### src/rtl/rotary_field_editor.sv
// Rotary encoder / push-button editor for a bank of shadowed parameter fields.
// Browse with the encoder, press to edit, short press commits, long press cancels.
//
// state | meaning
// IDLE  | browsing; steps move the field selector
// EDIT  | steps adjust the saturating edit value
// PRESS | button held after an edit; timing short vs long press
// WRITE | commit presented on the write port until accepted
module rotary_field_editor #(
  parameter int NUM_FIELDS  = 4,
  parameter int WIDTH       = 8,
  parameter int MAX_VAL     = 255,
  parameter int RESET_VAL   = 0,
  parameter int HOLD_CYCLES = 1000,
  localparam int IDX_W = ($clog2(NUM_FIELDS) > 1) ? $clog2(NUM_FIELDS) : 1
) (
  input  logic                        clk,
  input  logic                        reset,
  input  logic                        step_en,
  input  logic                        step_up,
  input  logic                        btn,
  output logic [IDX_W-1:0]            sel_idx,
  output logic [WIDTH-1:0]            edit_val,
  output logic                        editing,
  output logic                        wr_valid,
  input  logic                        wr_ready,
  output logic [IDX_W-1:0]            wr_idx,
  output logic [WIDTH-1:0]            wr_data,
  output logic [NUM_FIELDS*WIDTH-1:0] fields
);

  localparam int HW = $clog2(HOLD_CYCLES) + 1;

  typedef enum logic [1:0] {IDLE, EDIT, PRESS, WRITE} state_t;

  state_t            state_q, state_d;
  logic              btn_q;
  logic [IDX_W-1:0]  sel_q, sel_d;
  logic [WIDTH-1:0]  edit_q, edit_d;
  logic [HW-1:0]     hold_q, hold_d;
  logic [WIDTH-1:0]  fields_q [NUM_FIELDS];
  logic [WIDTH-1:0]  fields_d [NUM_FIELDS];
  logic              press;

  assign press = btn & ~btn_q;

  always_ff @(posedge clk) begin
    if (reset) begin
      state_q <= IDLE;
      btn_q   <= 1'b0;
      sel_q   <= '0;
      edit_q  <= '0;
      hold_q  <= '0;
      for (int i = 0; i < NUM_FIELDS; i++) fields_q[i] <= WIDTH'(RESET_VAL);
    end else begin
      state_q <= state_d;
      btn_q   <= btn;
      sel_q   <= sel_d;
      edit_q  <= edit_d;
      hold_q  <= hold_d;
      for (int i = 0; i < NUM_FIELDS; i++) fields_q[i] <= fields_d[i];
    end
  end

  always_comb begin
    state_d = state_q;
    sel_d   = sel_q;
    edit_d  = edit_q;
    hold_d  = hold_q;
    for (int i = 0; i < NUM_FIELDS; i++) fields_d[i] = fields_q[i];

    case (state_q)
      IDLE: begin
        // A press takes priority over a simultaneous detent.
        if (press) begin
          edit_d  = fields_q[sel_q];
          state_d = EDIT;
        end else if (step_en) begin
          if (step_up)
            sel_d = (sel_q == IDX_W'(NUM_FIELDS - 1)) ? '0 : sel_q + IDX_W'(1);
          else
            sel_d = (sel_q == '0) ? IDX_W'(NUM_FIELDS - 1) : sel_q - IDX_W'(1);
        end
      end
      EDIT: begin
        if (press) begin
          hold_d  = '0;
          state_d = PRESS;
        end else if (step_en) begin
          if (step_up && edit_q != WIDTH'(MAX_VAL))
            edit_d = edit_q + WIDTH'(1);
          else if (!step_up && edit_q != '0)
            edit_d = edit_q - WIDTH'(1);
        end
      end
      PRESS: begin
        if (!btn)
          state_d = WRITE;
        else if (hold_q >= HW'(HOLD_CYCLES - 1))
          state_d = IDLE;
        else
          hold_d = hold_q + HW'(1);
      end
      WRITE: begin
        if (wr_ready) begin
          fields_d[sel_q] = edit_q;
          state_d         = IDLE;
        end
      end
      default: state_d = IDLE;
    endcase
  end

  assign sel_idx  = sel_q;
  assign edit_val = edit_q;
  assign editing  = (state_q != IDLE);
  assign wr_valid = (state_q == WRITE);
  assign wr_idx   = sel_q;
  assign wr_data  = edit_q;

  for (genvar g = 0; g < NUM_FIELDS; g++) begin : g_fields
    assign fields[g*WIDTH +: WIDTH] = fields_q[g];
  end

endmodule

### config.mk
export PLATFORM = sky130hd
export DESIGN_NAME = rotary_field_editor
export DESIGN_NICKNAME = d
export VERILOG_FILES = /design/src/rtl/rotary_field_editor.sv
export SDC_FILE = /design/constraint.sdc
export NUM_CORES = 1
export LEC_CHECK = 0
export CORE_ASPECT_RATIO = 0.8
export CORE_MARGIN = 2
export CORE_UTILIZATION = 50
export DETAILED_ROUTE_END_ITERATION = 8
export PLACE_DENSITY = 0.83
export SLEW_MARGIN = 15
export SYNTH_ARGS = -nofsm -noshare
export SYNTH_HDL_FRONTEND = slang
export SYNTH_SLANG_ARGS = --single-unit
### constraint.sdc
create_clock -name clk -period 6.95 [get_ports clk]
set_clock_uncertainty 0.05 [all_clocks]
set_input_delay 1.39 -clock clk [delete_from_list [all_inputs] [get_ports clk]]
set_output_delay 1.39 -clock clk [all_outputs]
set_load 0.02 [all_outputs]
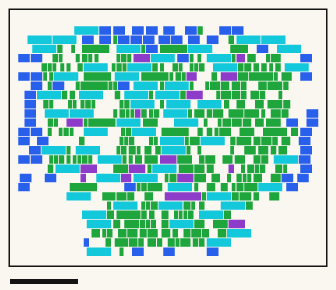
(run_1/placement_by_type.png)
The bar under the picture is 20 µm long.
- remaining buffers and delay cells: blue (cells 59)
- sequential cells: cyan (cells 58)
- combinational and other logic: green (cells 281)
- clock drivers and dummy loads: purple (cells 16)
Core Region: 6040 µm²
sequential cell area share: 30.2%
design area: 3850 µm²
# rows: 25
Finished Core Util: 63.8%

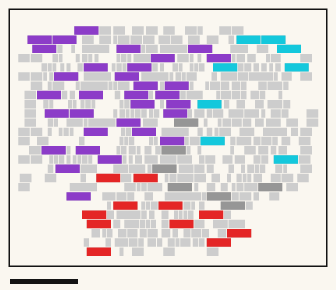
(run_1/flops_by_reg.png)
The bar under the picture is 20 µm long. Other sequential cells in the stronger grey, the rest of the logic in the fainter grey.
- `edit_val`: cyan (flops 8)
- `fields_q`: purple (flops 32)
- `hold_q`: red (flops 11)
Flop area: 1160 µm²
Power Sequential: 365 µW

==> CHANGELOG.md, run 1 <==
## Flow update

* NonClk Buf Share at between 10% and 20%
* Via density at roughly 6.1
* Maximum clock insertion buffer count at 2
* FP Util at between 50% and 60%
* Num CTS Buffers at 9
* Multi-In Gates at ~280
* Number of enable flip-flop cells at 0
* Internal power at roughly 560 µW
* Layout cells sized above 1 at between 10% and 20%
* Most common logic cells in the final layout: nand2_1, dfxtp_1, clkdlybuf4s50_1, a21oi_1, nand3_1
* MUX share of area at ~6.9%
* Sequential share of power at around 46%
* Status: complete, no violations
* Chip footprint at 7030 µm²
* Post-Place Worst Slack at approximately 3 ns
* DR iter-0 viols at 307
* Layout fillers at roughly 490
* Most instantiated logic cell after routing: nand2_1
* Adder Area Share at under 10%
* WHS Endpoint: fields_q[3][0]
* Biggest area cells: dfxtp_1, nand2_1, a21oi_1, mux4_2, ha_1
* Mapped Area at approximately 3200 µm²
* Top power group: sequential cells
* Required time worst endpoint at a little over 7 ns
* Hold Crit Depth at 2
* Xor/xnor share at ~1.4%
* Hold Path Class: reg2reg
* Clock power frac at 38.3%
* Slowest cell on the critical path: clkdlybuf4s50_1
* Wire per inst at between 15 and 20 µm
* Clock buffers and inverters, area share at 5.04%
* Grt ovf at 0
* Ys flops at about 58
* Max cap viols at 0
* Pwr Density at 208 nW/µm²
* Hold WS at 0.420 ns
* NumNets Final at around 430
* Simple-Gate Area Share at between 20 and 25%
* Yosys Chip Area at 3190 µm²
* Clk slew on worst S/H paths at approximately 0.070 ns
* Synth Seq Share at 36.4%
* GR Util met3 at slightly above 6%
* Crit path time final at 3.67 ns
* Setup CP Type: in2reg
* Ao+oa area frac at 20.6%
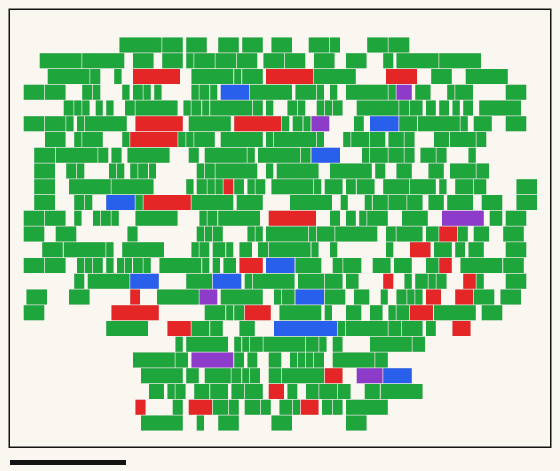
(run_1/sizes.png)
The bar under the picture is 20 µm long.
- _6 and larger: blue (cells 10; most used clkbuf_8)
- _2 cells: red (cells 28; most used mux4_2)
- _3 and _4 cells: purple (cells 6)
- _0 and _1 cells: green (cells 370; most used nand2_1)
final worst setup slack: 3.28 ns
Area Overhead vs Synth: 20.8%
Non-clk bufs: 59

==> run_1/logic_types.png <==
The bar under the picture is 20 µm long.
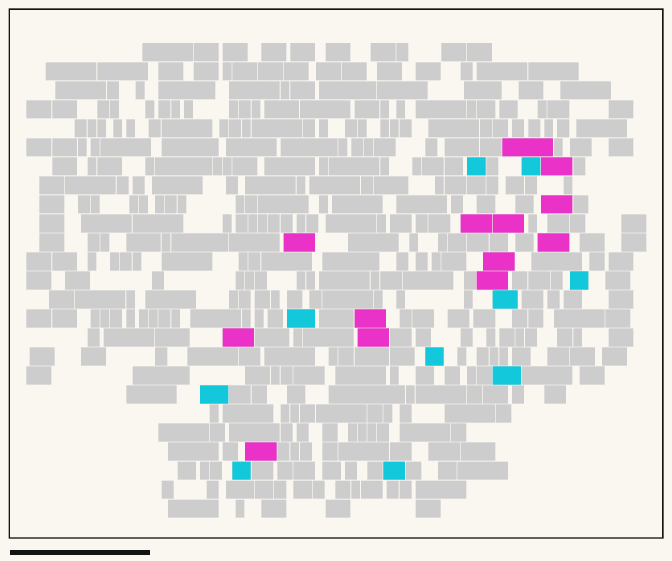

==> run 2: changes to the inputs <==
--- a/config.mk
+++ b/config.mk
@@ -7,9 +7,9 @@
 export LEC_CHECK = 0
 export CORE_ASPECT_RATIO = 0.8
 export CORE_MARGIN = 2
-export CORE_UTILIZATION = 50
+export CORE_UTILIZATION = 47
 export DETAILED_ROUTE_END_ITERATION = 8
-export PLACE_DENSITY = 0.83
+export PLACE_DENSITY = 0.82
 export SLEW_MARGIN = 15
 export SYNTH_ARGS = -nofsm -noshare
 export SYNTH_HDL_FRONTEND = slang
==> constraint.sdc (replaced) <==
create_clock -name clk -period 3.1 [get_ports clk]
set_clock_uncertainty 0.05 [all_clocks]
set_input_delay 0.62 -clock clk [delete_from_list [all_inputs] [get_ports clk]]
set_output_delay 0.62 -clock clk [all_outputs]
set_load 0.02 [all_outputs]
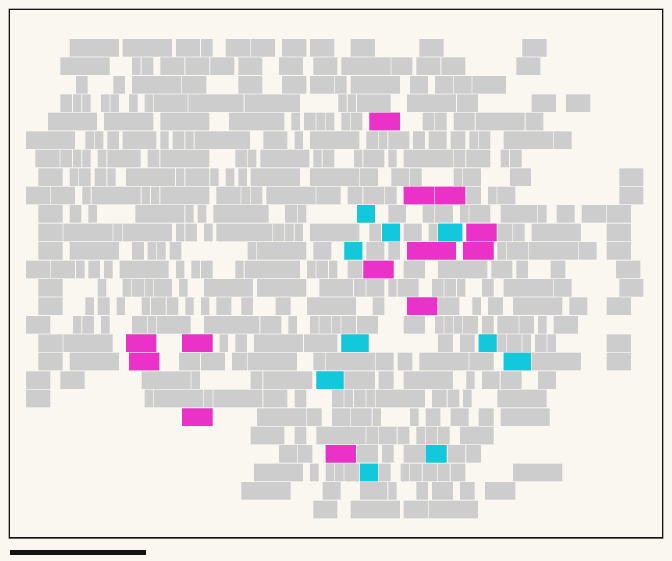
(run_2/logic_types.png)
The bar under the picture is 20 µm long.
- non-inverting ao/oa cells: cyan (cells 10)
- fa/ha/maj cells: magenta (cells 13)
most instantiated logic cell after routing: nand2_1
non-filler cells, final: 508
fraction of area in multi-input gates: 45.6%

==> run 2 against run 1 <==
Register-to-register slack worse by 3.5 ns. Sequential power up 120%. Critical endpoint unchanged. First-iteration DRC count down 20%. Non-clock buffer count up 10. Worst hold slack better by 0.0076 ns. Via count up 1.1%. Critical path depth unchanged. Largest cell class unchanged. Wire length down 1.5%. Total power up 120%.
==> CHANGELOG.md, run 2 <==
## Flow update

* Status: complete, no violations
* Adder Area Share at 5.34% (unchanged)
* Clk slew on worst S/H paths at 0.07 ns (about the same)
* GR Util met3 at 6.41% (+0.37 points)
* Hold Crit Depth at 2 (unchanged)
* Sequential share of power at 45.2% (-0.4 points)
* Ys flops at 58 (unchanged)
* Yosys Chip Area at 3190 µm² (unchanged)
* Sequential cell area share at 29.7% (-0.47 points)
* Mapped Area at 3190 µm² (unchanged)
* Design area at 3910 µm² (+1.6%)
* Wire per inst at 17.0 µm (-4.0%)
* NonClk Buf Share at 17.0% (+1.8 points)
* Via density at 5.99 (-1.5%)
* Slowest cell on the critical path: clkdlybuf4s50_1
* Simple-Gate Area Share at 21.8% (unchanged)
* Synth Seq Share at 36.4% (unchanged)
* Internal power at 1210 µW (+120%)
* MUX share of area at 6.95% (unchanged)
* Core Region at 6470 µm² (+7.2%)
* Post-Place Worst Slack at 0.0677 ns (-2.93 ns)
* Hold WS at 0.427 ns (+0.00760 ns)
* Power Sequential at 787 µW (+120%)
* WHS Endpoint: fields_q[1][6]
* Maximum clock insertion buffer count at 2 (unchanged)
* Clock power frac at 35.5% (-2.8 points)
* Max cap viols at 0 (unchanged)
* Crit path time final at ~2.7 ns
* Xor/xnor share at 1.37% (unchanged)
* Finished Core Util at 60.4% (-3.4 points)
* Non-clk bufs at 69 (+17%)
* Final worst setup slack at 0.352 ns (-2.93 ns)
* Area Overhead vs Synth at 22.7%
* Layout cells sized above 1 at 12.3% (+1.6 points)
* Top power group: sequential cells
* Required time worst endpoint at 3.31 ns (-3.83 ns)
* Biggest area cells: dfxtp_1, nand2_1, a21oi_1, mux4_2, ha_1
* Number of enable flip-flop cells at 0 (unchanged)
* Ao+oa area frac at 20.6% (unchanged)
* Layout fillers at 564 (+15%)
* Pwr Density at 445 nW/µm² (+110%)
* Flop area at 1160 µm² (unchanged)
* Hold Path Class: reg2reg
* FP Util at 49.2% (-3.6 points)
* NumNets Final at 438 (+2.3%)
==> run_2/placement_by_type.png <==
The bar under the picture is 20 µm long.
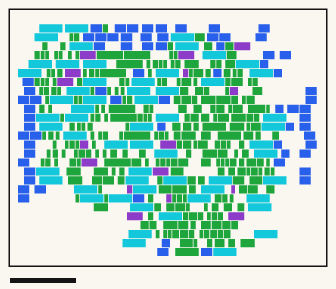

==> run 3: changes to the inputs <==
--- a/config.mk
+++ b/config.mk
@@ -10,7 +10,9 @@
 export CORE_UTILIZATION = 47
 export DETAILED_ROUTE_END_ITERATION = 8
 export PLACE_DENSITY = 0.82
-export SLEW_MARGIN = 15
+export RECOVER_POWER = 25
+export SKIP_CTS_REPAIR_TIMING = 1
+export SLEW_MARGIN = 20
 export SYNTH_ARGS = -nofsm -noshare
 export SYNTH_HDL_FRONTEND = slang
 export SYNTH_SLANG_ARGS = --single-unit
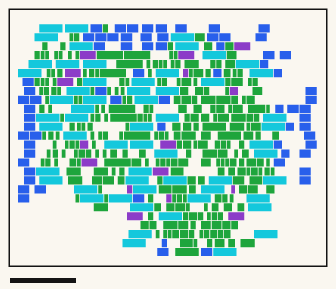
(run_3/placement_by_type.png)
The bar under the picture is 20 µm long.
- remaining buffers and delay cells: blue (cells 69)
- clock drivers and dummy loads: purple (cells 16)
- sequential cells: cyan (cells 58)
- combinational and other logic: green (cells 281)
# rows: 26
Finished Core Util: 60.4%
design area: 3910 µm²
Core Region: 6470 µm²

==> run 3 against run 2 <==
Area after synthesis did not move. Critical path depth did not move. Design area barely moved. Global-route usage did not move. Sequential power barely moved. Worst hold slack barely moved.
==> CHANGELOG.md, run 3 <==
## Flow update

* Slowest cell on the critical path: clkdlybuf4s50_1
* Non-filler cells, final at 508 (unchanged)
* Required time worst endpoint at 3.29 ns (-0.02 ns)
* MUX share of area at 6.95% (unchanged)
* Ao+oa area frac at 20.6% (unchanged)
* NonClk Buf Share at 17.0% (-0.053 points)
* Layout fillers at 563 (-0.18%)
* Hold Crit Depth at 2 (unchanged)
* GR Util met3 at 6.41% (unchanged)
* Clk slew on worst S/H paths at 0.07 ns (about the same)
* Power Sequential at 787 µW (about the same)
* Final worst setup slack at 0.337 ns (-0.0151 ns)
* Area Overhead vs Synth at 22.7% (about the same)
* Simple-Gate Area Share at 21.8% (unchanged)
* WHS Endpoint: fields_q[1][6]
* Sequential share of power at 45.3% (about the same)
* Fraction of area in multi-input gates at 45.7% (about the same)
* Pwr Density at 445 nW/µm² (about the same)
* Top power group: sequential cells
* Hold WS at 0.427 ns (-0.00000100 ns)
* Status: complete, no violations
* Yosys Chip Area at 3190 µm² (unchanged)
* Hold Path Class: reg2reg
* Non-clk bufs at 69 (unchanged)
* Most instantiated logic cell after routing: nand2_1
* Via density at 5.97 (-0.33%)
* Max cap viols at 0 (unchanged)
* Wire per inst at 17.0 µm (about the same)
* Number of enable flip-flop cells at 0 (unchanged)
* Ys flops at 58 (unchanged)
* Layout cells sized above 1 at 12.3% (unchanged)
* Adder Area Share at 5.34% (unchanged)
* Sequential cell area share at 29.7% (about the same)
* Flop area at 1160 µm² (unchanged)
* Xor/xnor share at 1.37% (unchanged)
Power and IR drop assume default switching activity.
